==> images/placement.png <==
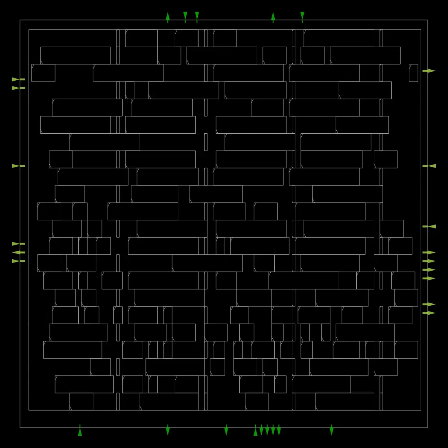
==> images/flops_by_reg.png <==
Other sequential cells in the stronger grey, the rest of the logic in the fainter grey.
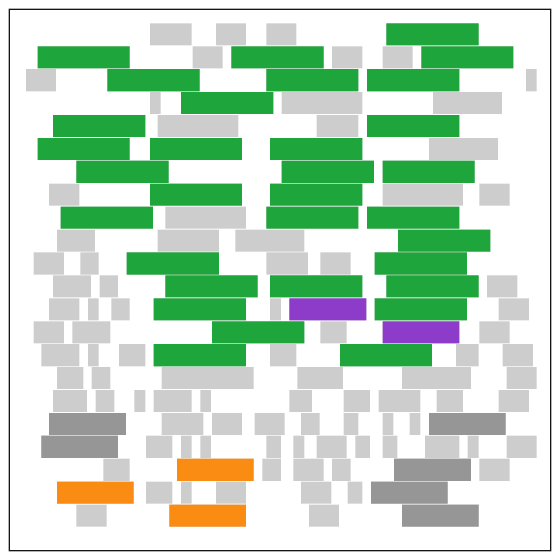
==> images/metal_density.png <==
Scale bar: 20 um. 13 x 13 tiles, from black (low) to pale yellow (high), scaled to the fullest tile. Values are wire area over tile area, all layers added.
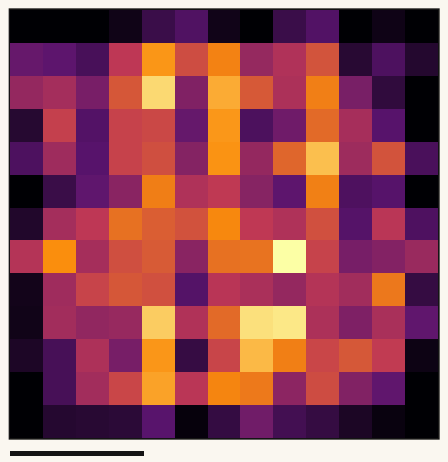
==> images/placement_by_type.png <==
Fill, decap, tap and diode cells in grey.
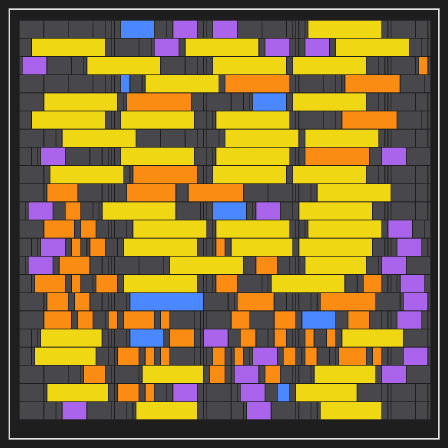
**src/rtl/input_vc_route_buffer.sv**
```systemverilog
// rtl/input_vc_route_buffer.sv - per-input flit FIFO with head-flit XY route computation
module input_vc_route_buffer #(
   parameter int FLIT_W    = 8,
   parameter int FLIT_ID_W = 2,
   parameter int OUT_M     = 5,
   parameter int BUF_DEPTH = 4,
   parameter int X_W       = 2,
   parameter int Y_W       = 2,
   parameter int COL_CORD  = 0,
   parameter int ROW_CORD  = 0
) (
   input  logic                       clk_i,
   input  logic                       rst_ni,
   input  logic [FLIT_W-1:0]          data_i,
   input  logic                       wr_en_i,
   output logic                       rdy_o,
   output logic [FLIT_W-1:0]          data_o,
   output logic [FLIT_ID_W-1:0]       flit_id_o,
   output logic                       data_vld_o,
   output logic [$clog2(OUT_M)-1:0]   rtr_res_o,
   output logic                       rtr_res_vld_o,
   input  logic                       chan_alloc_i,
   output logic                       err_o
);

   localparam int PTR_W = $clog2(BUF_DEPTH);
   localparam int CNT_W = PTR_W + 1;
   localparam int RES_W = $clog2(OUT_M);

   localparam logic [FLIT_ID_W-1:0] ID_HEAD   = FLIT_ID_W'(1);
   localparam logic [FLIT_ID_W-1:0] ID_TAIL   = FLIT_ID_W'(2);
   localparam logic [FLIT_ID_W-1:0] ID_SINGLE = FLIT_ID_W'(3);

   localparam logic [X_W-1:0] COL_C = X_W'(COL_CORD);
   localparam logic [Y_W-1:0] ROW_C = Y_W'(ROW_CORD);

   localparam logic [RES_W-1:0] OUT_LOCAL = RES_W'(0);
   localparam logic [RES_W-1:0] OUT_NORTH = RES_W'(1);
   localparam logic [RES_W-1:0] OUT_EAST  = RES_W'(2);
   localparam logic [RES_W-1:0] OUT_SOUTH = RES_W'(3);
   localparam logic [RES_W-1:0] OUT_WEST  = RES_W'(4);

   typedef enum logic {ST_IDLE, ST_ROUTED} state_t;

   logic [FLIT_W-1:0] r_mem [BUF_DEPTH];
   logic [PTR_W-1:0]  r_wr_ptr;
   logic [PTR_W-1:0]  r_rd_ptr;
   logic [CNT_W-1:0]  r_count;
   state_t            r_state;
   state_t            w_state_nxt;
   logic [RES_W-1:0]  r_route;
   logic [RES_W-1:0]  w_route;
   logic              r_err;

   logic              w_empty;
   logic              w_full;
   logic              w_wr;
   logic              w_rd;
   logic              w_pop;
   logic              w_orphan;
   logic              w_route_ld;
   logic              w_head_starts;
   logic              w_head_ends;
   logic [FLIT_W-1:0] w_head;
   logic [FLIT_ID_W-1:0] w_head_id;
   logic [X_W-1:0]    w_dest_x;
   logic [Y_W-1:0]    w_dest_y;

   assign w_empty   = (r_count == '0);
   assign w_full    = (r_count == CNT_W'(BUF_DEPTH));
   assign w_head    = r_mem[r_rd_ptr];
   assign w_head_id = w_head[FLIT_W-1 -: FLIT_ID_W];
   assign w_dest_x  = w_head[X_W-1:0];
   assign w_dest_y  = w_head[X_W+Y_W-1:X_W];

   assign w_head_starts = (w_head_id == ID_HEAD) || (w_head_id == ID_SINGLE);
   assign w_head_ends   = (w_head_id == ID_TAIL) || (w_head_id == ID_SINGLE);

   assign w_wr = wr_en_i && !w_full;
   assign w_rd = w_pop || w_orphan;

   assign rdy_o         = !w_full;
   assign data_o        = w_head;
   assign flit_id_o     = w_head_id;
   assign data_vld_o    = (r_state == ST_ROUTED) && !w_empty;
   assign rtr_res_vld_o = (r_state == ST_ROUTED);
   assign rtr_res_o     = r_route;
   assign err_o         = r_err;

   // X is resolved fully before Y (dimension-ordered routing).
   always_comb begin
      w_route = OUT_LOCAL;
      if (w_dest_x > COL_C) begin
         w_route = OUT_EAST;
      end else if (w_dest_x < COL_C) begin
         w_route = OUT_WEST;
      end else if (w_dest_y > ROW_C) begin
         w_route = OUT_SOUTH;
      end else if (w_dest_y < ROW_C) begin
         w_route = OUT_NORTH;
      end
   end

   always_comb begin
      w_state_nxt = r_state;
      w_route_ld  = 1'b0;
      w_orphan    = 1'b0;
      w_pop       = 1'b0;
      case (r_state)
         ST_IDLE: begin
            if (!w_empty) begin
               if (w_head_starts) begin
                  w_route_ld  = 1'b1;
                  w_state_nxt = ST_ROUTED;
               end else begin
                  w_orphan = 1'b1;
               end
            end
         end
         ST_ROUTED: begin
            if (chan_alloc_i && !w_empty) begin
               w_pop = 1'b1;
               if (w_head_ends) begin
                  w_state_nxt = ST_IDLE;
               end
            end
         end
         default: w_state_nxt = ST_IDLE;
      endcase
   end

   always_ff @(posedge clk_i or negedge rst_ni) begin
      if (!rst_ni) begin
         r_state  <= ST_IDLE;
         r_route  <= '0;
         r_err    <= 1'b0;
         r_wr_ptr <= '0;
         r_rd_ptr <= '0;
         r_count  <= '0;
      end else begin
         r_state <= w_state_nxt;
         r_err   <= w_orphan;
         if (w_route_ld) begin
            r_route <= w_route;
         end
         if (w_wr) begin
            r_wr_ptr <= r_wr_ptr + 1'b1;
         end
         if (w_rd) begin
            r_rd_ptr <= r_rd_ptr + 1'b1;
         end
         case ({w_wr, w_rd})
            2'b10:   r_count <= r_count + 1'b1;
            2'b01:   r_count <= r_count - 1'b1;
            default: r_count <= r_count;
         endcase
      end
   end

   // Storage is not reset; the occupancy count alone qualifies its contents.
   always_ff @(posedge clk_i) begin
      if (w_wr) begin
         r_mem[r_wr_ptr] <= data_i;
      end
   end

endmodule

```
**config.mk**
```make
export PLATFORM = sky130hd
export DESIGN_NAME = input_vc_route_buffer
export DESIGN_NICKNAME = d
export VERILOG_FILES = /design/src/rtl/input_vc_route_buffer.sv
export SDC_FILE = /design/constraint.sdc
export NUM_CORES = 1
export LEC_CHECK = 0
export ABC_AREA = 0
export CELL_PAD_IN_SITES_DETAIL_PLACEMENT = 1
export CELL_PAD_IN_SITES_GLOBAL_PLACEMENT = 1
export CORE_MARGIN = 1
export CORE_UTILIZATION = 47
export DETAILED_ROUTE_END_ITERATION = 6
export PLACE_DENSITY_LB_ADDON = 0.1
export SKIP_CTS_REPAIR_TIMING = 1
export SLEW_MARGIN = 10
export SYNTH_ARGS = -nofsm -noshare
export SYNTH_HDL_FRONTEND = slang
export SYNTH_SLANG_ARGS = --single-unit
```
**constraint.sdc**
```tcl
create_clock -name clk_i -period 4 [get_ports clk_i]
set_clock_uncertainty 0.05 [all_clocks]
set_input_delay 0.6 -clock clk_i [delete_from_list [all_inputs] [get_ports clk_i]]
set_output_delay 0.6 -clock clk_i [all_outputs]
set_load 0.005 [all_outputs]
```
==> impl_metrics.toml <==
# generated from flow reports
[status]
outcome = "complete, no violations"

[floorplanning]
die_width_um = 64.09
ios = 29
die_h_um = 64.09

[yosys]
ys_cells = 102
top_cells_by_area = "edfxtp_1 53%, dfrtp_1 15%, mux4_1 5.8%"
ys_dominant_reg_cell = "edfxtp_1"
avgSynthCellArea_um2 = 17.76
synth_cells = 102
adder_share_pct = 4.558
ys.flops = 43
synthXorXnorAreaFrac_pct = 2.901

[flow_run]
drv_cap = 0

[global_routing]
grt_max_degree = 14
met1_usage_pct = 20.27
grt_antenna_before_repair = 0
grt_pass1_vias = 993

[place]
pre_cts_slack_ns = 1.011

[drt]
met1_length_um = 1234
route.met3.wl_um = 126
drc = 0

[clocking]
cts_buffers = 5

[power_and_ir_drop]
pwr-share-clk_pct = 19.2
vdd_drop_max_uv = 422.5

[final_layout]
final-comb-area_um2 = 504.2
final_cell_mix = "32 x edfxtp_1, 27 x clkdlybuf4s50_1, 11 x dfrtp_1, 9 x inv_1"

[sta]
setup_slack_ns = 0.9599

[setup_path]
timing_worst_setup_path_type = "flip-flop to flip-flop"
crit_buf_inv = 1
Notes on placement.png above:
Fill cells: 371
Seq cells: 43
Core ar.: 3689 um^2
fin cells: 180

Notes on flops_by_reg.png above:
- `r_rd_ptr`: purple (flops 2)
- `r_mem`: green (flops 32)
- `r_count`: orange (flops 3)
- not coloured: 6
flop share of the area: 55.88%
Flop area: 1236 um^2

Notes on metal_density.png above:
- fullest tile: 0.29
- tiles over half the peak: 34%
- nearly empty tiles: 8.9%
vias: 916
Routed WL: 2980 um
gr usage total: 17.92%

Notes on placement_by_type.png above:
- combinational and other logic: orange (cells 54)
- clock drivers and dummy loads: blue (cells 8)
- flops: yellow (cells 43)
- other buffers and delay cells: purple (cells 27)
post-route cell area: 2212 um^2
Site Rows: 22
final core occ: 59.97%

Power figures rest on the tool's default switching activity, not on a simulated workload.
